### src/rtl/float16_pkg.sv
// Shared widths, FSM state type and constants for the 16-bit float datapath.
package float16_pkg;

  localparam int unsigned FLOAT_W = 16;
  localparam int unsigned EXP_W   = 5;
  localparam int unsigned MAN_W   = 10;
  localparam int unsigned FRAC_W  = MAN_W + 1;

  localparam logic [FLOAT_W-1:0] FLOAT_ZERO = '0;

  typedef enum logic [2:0] {
    ST_IDLE,
    ST_ALIGN,
    ST_ADDSUB,
    ST_NORM,
    ST_DONE
  } state_e;

endpackage

### src/rtl/float_align.sv
// Operand compare/swap and right barrel shift of the smaller-exponent fraction.
module float_align
  import float16_pkg::*;
#(
  parameter int unsigned exponent_width = EXP_W,
  parameter int unsigned mantissa_width = MAN_W
) (
  input  logic [exponent_width-1:0]      exp_a_i,
  input  logic [exponent_width-1:0]      exp_b_i,
  input  logic [mantissa_width-1:0]      man_a_i,
  input  logic [mantissa_width-1:0]      man_b_i,
  output logic signed [exponent_width:0] exp_un_o,
  output logic [mantissa_width:0]        frac_a_o,
  output logic [mantissa_width:0]        frac_b_o,
  output logic                           a_larger_o
);

  localparam int unsigned FW = mantissa_width + 1;
  localparam logic [exponent_width-1:0] SHIFT_LIM = exponent_width'(FW);

  logic [FW-1:0]             frac_a;
  logic [FW-1:0]             frac_b;
  logic [exponent_width-1:0] diff;
  logic                      a_exp_ge;

  // Align the smaller-exponent fraction to the larger exponent.
  always_comb begin
    frac_a   = {1'b1, man_a_i};
    frac_b   = {1'b1, man_b_i};
    a_exp_ge = (exp_a_i >= exp_b_i);
    diff     = a_exp_ge ? (exp_a_i - exp_b_i) : (exp_b_i - exp_a_i);
    exp_un_o = {1'b0, (a_exp_ge ? exp_a_i : exp_b_i)};
    frac_a_o = frac_a;
    frac_b_o = frac_b;
    if (a_exp_ge) begin
      frac_b_o = (diff >= SHIFT_LIM) ? '0 : (frac_b >> diff);
    end else begin
      frac_a_o = (diff >= SHIFT_LIM) ? '0 : (frac_a >> diff);
    end
    a_larger_o = (frac_a_o >= frac_b_o);
  end

endmodule

### src/rtl/float_sub_seq.sv
// Sequential half-precision subtractor (res = a - b) with one-bit-per-cycle normalisation.
module float_sub_seq
  import float16_pkg::*;
#(
  parameter int unsigned float_width    = FLOAT_W,
  parameter int unsigned exponent_width = EXP_W,
  parameter int unsigned mantissa_width = MAN_W
) (
  input  logic                   clk,
  input  logic                   rst_n,
  input  logic                   in_valid,
  output logic                   in_ready,
  input  logic [float_width-1:0] float_a,
  input  logic [float_width-1:0] float_b,
  output logic                   out_valid,
  input  logic                   out_ready,
  output logic [float_width-1:0] res,
  output logic                   exc
);

  localparam int unsigned FW  = mantissa_width + 1;
  localparam int unsigned EW  = exponent_width + 1;
  localparam int unsigned MSB = float_width - 1;
  localparam logic signed [EW-1:0] EXP_ONE = {{(EW-1){1'b0}}, 1'b1};

  state_e                   state_q;
  logic [float_width-1:0]   a_q;
  logic [float_width-1:0]   b_q;
  logic                     sa_q;
  logic                     sb_q;
  logic [FW-1:0]            fa_q;
  logic [FW-1:0]            fb_q;
  logic                     a_big_q;
  logic signed [EW-1:0]     exp_q;
  logic [mantissa_width-1:0] man_q;
  logic                     sign_q;
  logic [float_width-1:0]   res_q;
  logic                     exc_q;
  logic                     out_valid_q;

  logic signed [EW-1:0]     exp_un;
  logic [FW-1:0]            fa_al;
  logic [FW-1:0]            fb_al;
  logic                     a_larger;
  logic [FW:0]              mag_d;
  logic                     sign_d;
  logic                     a_zero;
  logic                     b_zero;

  float_align #(
    .exponent_width(exponent_width),
    .mantissa_width(mantissa_width)
  ) u_align (
    .exp_a_i   (a_q[MSB-1 -: exponent_width]),
    .exp_b_i   (b_q[MSB-1 -: exponent_width]),
    .man_a_i   (a_q[mantissa_width-1:0]),
    .man_b_i   (b_q[mantissa_width-1:0]),
    .exp_un_o  (exp_un),
    .frac_a_o  (fa_al),
    .frac_b_o  (fb_al),
    .a_larger_o(a_larger)
  );

  // Zero detection on magnitude, so a negative zero also takes the shortcut.
  always_comb begin
    a_zero = (a_q[MSB-1:0] == '0);
    b_zero = (b_q[MSB-1:0] == '0);
  end

  // Signed-magnitude add of the aligned fractions (b's sign already flipped).
  always_comb begin
    mag_d  = '0;
    sign_d = sa_q;
    if (sa_q == sb_q) begin
      mag_d = {1'b0, fa_q} + {1'b0, fb_q};
    end else if (a_big_q) begin
      mag_d = {1'b0, fa_q - fb_q};
    end else begin
      mag_d  = {1'b0, fb_q - fa_q};
      sign_d = sb_q;
    end
  end

  // Control FSM with datapath registers and registered outputs.
  // The hidden bit is never stored: ADDSUB resolves an already-normalised or
  // carry result straight to DONE, and NORM exits on the shift that brings the
  // leading one into the hidden position, so only the mantissa needs holding.
  always_ff @(posedge clk or negedge rst_n) begin
    if (!rst_n) begin
      state_q     <= ST_IDLE;
      a_q         <= '0;
      b_q         <= '0;
      sa_q        <= 1'b0;
      sb_q        <= 1'b0;
      fa_q        <= '0;
      fb_q        <= '0;
      a_big_q     <= 1'b0;
      exp_q       <= '0;
      man_q       <= '0;
      sign_q      <= 1'b0;
      res_q       <= FLOAT_ZERO;
      exc_q       <= 1'b0;
      out_valid_q <= 1'b0;
    end else begin
      case (state_q)
        ST_IDLE: begin
          if (in_valid) begin
            a_q     <= float_a;
            b_q     <= float_b;
            state_q <= ST_ALIGN;
          end
        end
        ST_ALIGN: begin
          fa_q    <= fa_al;
          fb_q    <= fb_al;
          a_big_q <= a_larger;
          exp_q   <= exp_un;
          sa_q    <= a_q[MSB];
          sb_q    <= ~b_q[MSB];
          state_q <= ST_ADDSUB;
          if (a_zero) begin
            sign_q  <= b_zero ? 1'b0 : ~b_q[MSB];
            exp_q   <= {1'b0, b_q[MSB-1 -: exponent_width]};
            man_q   <= b_q[mantissa_width-1:0];
            state_q <= ST_DONE;
          end else if (b_zero) begin
            sign_q  <= a_q[MSB];
            exp_q   <= {1'b0, a_q[MSB-1 -: exponent_width]};
            man_q   <= a_q[mantissa_width-1:0];
            state_q <= ST_DONE;
          end else if (a_q == b_q) begin
            sign_q  <= 1'b0;
            exp_q   <= '0;
            man_q   <= '0;
            state_q <= ST_DONE;
          end
        end
        ST_ADDSUB: begin
          sign_q <= sign_d;
          if (mag_d == '0) begin
            sign_q  <= 1'b0;
            exp_q   <= '0;
            man_q   <= '0;
            state_q <= ST_DONE;
          end else if (mag_d[FW]) begin
            man_q   <= mag_d[FW-1:1];
            exp_q   <= exp_q + EXP_ONE;
            state_q <= ST_DONE;
          end else begin
            man_q   <= mag_d[mantissa_width-1:0];
            state_q <= mag_d[FW-1] ? ST_DONE : ST_NORM;
          end
        end
        ST_NORM: begin
          man_q <= man_q << 1;
          exp_q <= exp_q - EXP_ONE;
          if (man_q[mantissa_width-1]) begin
            state_q <= ST_DONE;
          end
        end
        ST_DONE: begin
          if (!out_valid_q) begin
            out_valid_q <= 1'b1;
            // A carry out of exponent 31 wraps to -32 in this width, so the
            // sign bit alone flags both ends of the valid range.
            if (exp_q[EW-1]) begin
              res_q <= FLOAT_ZERO;
              exc_q <= 1'b1;
            end else begin
              res_q <= {sign_q, exp_q[exponent_width-1:0], man_q};
              exc_q <= 1'b0;
            end
          end else if (out_ready) begin
            out_valid_q <= 1'b0;
            state_q     <= ST_IDLE;
          end
        end
        default: state_q <= ST_IDLE;
      endcase
    end
  end

  assign in_ready  = (state_q == ST_IDLE);
  assign out_valid = out_valid_q;
  assign res       = res_q;
  assign exc       = exc_q;

endmodule

### config.mk
export PLATFORM = sky130hd
export DESIGN_NAME = float_sub_seq
export DESIGN_NICKNAME = d
export VERILOG_FILES = /design/src/rtl/float16_pkg.sv /design/src/rtl/float_align.sv /design/src/rtl/float_sub_seq.sv
export SDC_FILE = /design/constraint.sdc
export NUM_CORES = 1
export LEC_CHECK = 0
export CAP_MARGIN = 40
export CORE_AREA = 5 5 126 128
export DETAILED_ROUTE_END_ITERATION = 12
export DIE_AREA = 0 0 131 133
export PLACE_DENSITY = 0.76
export SETUP_SLACK_MARGIN = 0.4
export SLEW_MARGIN = 20
export SYNTH_ARGS = -nofsm -noshare
export SYNTH_HDL_FRONTEND = slang
export SYNTH_SLANG_ARGS = --single-unit
### constraint.sdc
create_clock -name clk -period 11 [get_ports clk]
set_input_delay 1.1 -clock clk [delete_from_list [all_inputs] [get_ports clk]]
set_output_delay 1.1 -clock clk [all_outputs]
set_load 0.01 [all_outputs]
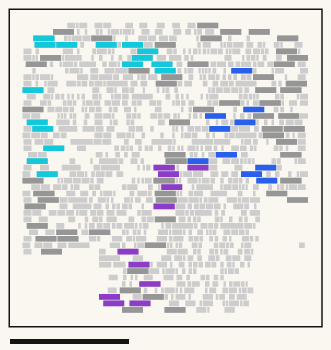
flops_by_reg.png
The bar under the picture is 50 um long.
- purple: fa_q (placed flops 11)
- blue: man_q (placed flops 10; where east)
- cyan: a_q (placed flops 16; where north-west)

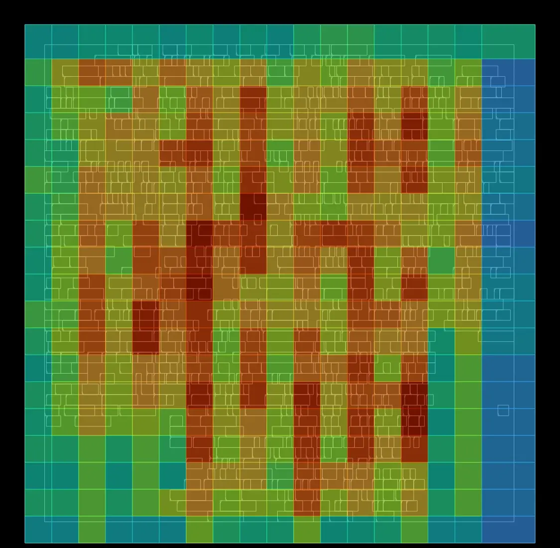
congestion.png
Routed WL per cell: 18.29 um
met1 GRT Util: 0.3338
GRT Resource Usage Total: 0.2357

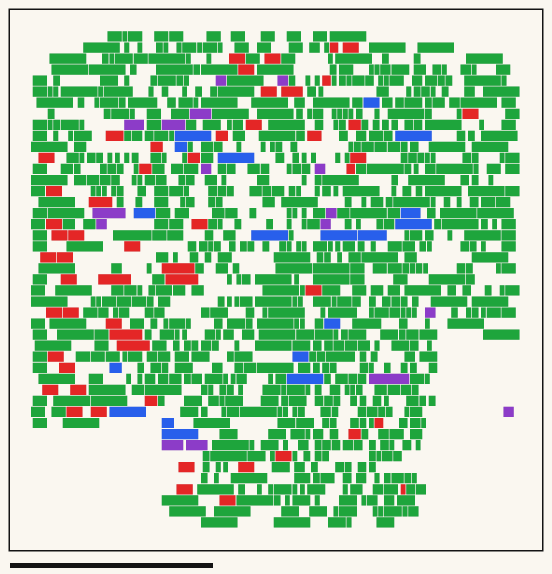
sizes.png
The bar under the picture is 50 um long.
- blue: _6 and larger (cells 18; share 2.0%; most used clkbuf_16)
- purple: _3 and _4 cells (cells 16; share 1.7%; most used buf_4)
- green: _0 and _1 cells (cells 827; share 90%; most used dfrtp_1)
- red: _2 cells (cells 54; share 5.9%; most used mux2_2)

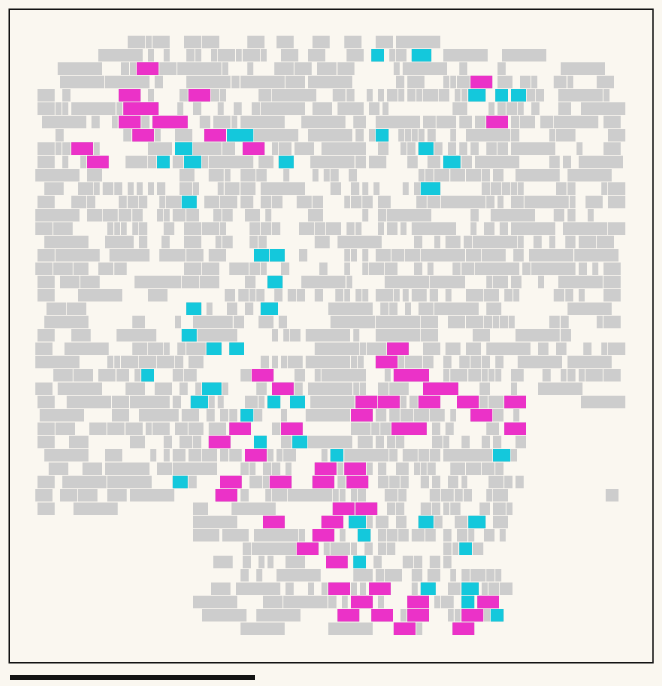
logic_types.png
The bar under the picture is 50 um long.
- magenta: fa/ha/maj cells (cells 57)
- cyan: non-inverting ao/oa cells (cells 44)

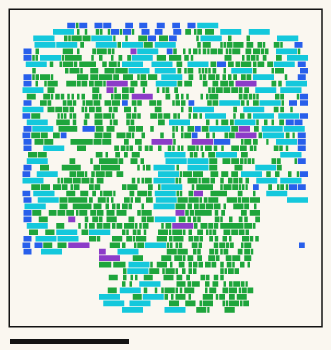
placement_by_type.png
The bar under the picture is 50 um long.
- purple: clock drivers and dummy loads (cells 16)
- green: combinational and other logic (cells 740)
- cyan: sequential cells (cells 95)
- blue: remaining buffers and delay cells (cells 64)

-- cells in the final DEF (no fill, tap or decap), drive strengths merged, types with 8 or more instances in the layout --
cell type       n
a211oi         10
a21o           11
a21oi          58
a221oi         10
a22o           10
a31oi           8
and3           15
buf            11
clkbuf         10
clkdlybuf4s50  53
dfrtp          95
ha             52
inv            57
mux2           36
mux2i          39
nand2          86
nand2b         24
nand3          17
nand4          11
nor2           62
nor2b           9
nor3           10
nor4           11
o21ai          78
o31ai           9
xnor2          17
xor2            8
-- cell type report --
class | count | share of cell area
sequential | 95 | 0.2731
inverter | 53 | 0.02286
multi-input combinational | 687 | 0.5699
timing repair buffer | 64 | 0.07317
tap | 188 | 0.02703
clock inverter | 6 | 0.006469
clock buffer | 10 | 0.02746
-- worst max-delay path, cell delays in order (launching register included) --
cell      delay (ns)
dfrtp_1         0.41
inv_1           0.09
ha_1            0.21
inv_1           0.07
fa_1            0.45
and2_1          0.17
a221o_1         0.34
a211oi_1        0.59
mux4_2          0.40
and3_1          0.19
o311a_1         0.37
a21oi_1         0.13
ha_1            0.24
nand2b_1        0.14
a21o_1          0.17
a21o_1          0.17
a211oi_1        0.23
o21ai_0         0.12
o211ai_1        0.10
a21oi_1         0.09
or3_1           0.30
a22o_1          0.19
-- how the worst max path moves through the flow --
stage | slack (ns) | cells past startpoint | from | endpoint
final | 5.72 | 21 | a_q[10]$_DFFE_PN0P_ | a_big_q$_DFFE_PN0P_
after global routing | 5.53 | 21 | a_q[10]$_DFFE_PN0P_ | a_big_q$_DFFE_PN0P_
after CTS | 5.76 | 21 | a_q[10]$_DFFE_PN0P_ | a_big_q$_DFFE_PN0P_
after detailed placement | 5.77 | 21 | a_q[10]$_DFFE_PN0P_ | a_big_q$_DFFE_PN0P_
after global placement | 5.80 | 22 | a_q[10]$_DFFE_PN0P_ | a_big_q$_DFFE_PN0P_
after floorplan | 6.16 | 21 | a_q[10]$_DFFE_PN0P_ | a_big_q$_DFFE_PN0P_
-- sequential cells by signal, indices dropped and copies added (netlist names), 3 cells and up --
signal and cells:
exp_q 6, res 16, b_q 16, state_q 3, fa_q 11, a_q 16, fb_q 11, man_q 10
-- logic make-up (layout without fill, tap and decap cells) --
family / after synthesis / count (layout) / share of synthesized area
fa+ha+maj: 57 / 57 / 0.09586
xor+xnor: 25 / 25 / 0.02892
compound gates: 255 / 255 / 0.2171
simple gates: 269 / 269 / 0.1681
mux: 81 / 81 / 0.1219
flops: 95 / 95 / 0.3036
buf+inv: 122 / 133 / 0.06455
-- per-layer routing --
metal	vias up	GRT usage	wire length (um)	part of all wire
li1	3263	-	-	-
met5	-	0	0	0
met2	249	0.3823	9533	0.47
met1	3230	0.3338	9006	0.45
met3	43	0.03068	1225	0.061
met4	0	0.05543	404	0.020
==> CHANGELOG.md <==
### Metrics

* Critical Path AT at 5.52 ns
* Die Size at 17420 sq um
* DR pass1 iterations at 5
* Post-DP HPWL at about 15 mm
* I/O Pins at 55
* CTS H-tree depth at 3
* Clk_skew at approximately 0.011 ns
* # fillers at about 1300
* Setup ws final at about 5.7 ns
* HP Class: flop to flop
* First-pass GRT wire length at 33.18 mm
* Core area at about 15000 sq um
* Initial Util at 0.5309
* Worst hold start: res[14]$_DFFE_PN0P_
* Critical Path End Type: flop
* Post-Route Utilization at 0.5900
* Syn Area/Cell at 8.663 sq um
* Die X at about 130 um
* Global route overflow at 0
* Synth-to-Final Area Change at 11.14%
* Async SR Flop Fraction at 1.000
* Final hold vios at 0
* Synthesized netlist cell count at between 900 and 1000
* FP Rows at between 40 and 50
* Flops & latches, synth at 95
* Placed Area at 8408 sq um
* Fin crit share at 0.4802
* Diodes inserted at 0
* Ys Warns at 0
* Initial drt markers at 678
* Layout Cell Area excl Fill at 8703 sq um
* Slew headroom at 0.4839
* # Cells Yosys at 904
* Largest area contributor in the synthesized netlist: dfrtp_1
* Die Height at approximately 130 um
* Status: finished clean
* Clk root buf: clkbuf_16
* FF-to-FF Start: a_q[10]$_DFFE_PN0P_
* RSZ-0062 raised after global routing: no
* Yosys synthesis chip area at between 7000 and 8000 sq um
* Dominant cell area share at 0.3036
* Initial antenna violation count at 0
* Post-Place Worst Slack at a little under 6 ns
* Sequential cell area at between 2000 and 2500 sq um
* Routability cong. at approximately 0.89
* Post-synth EDFFs at 0
* Largest net degree at the start of global routing at roughly 44
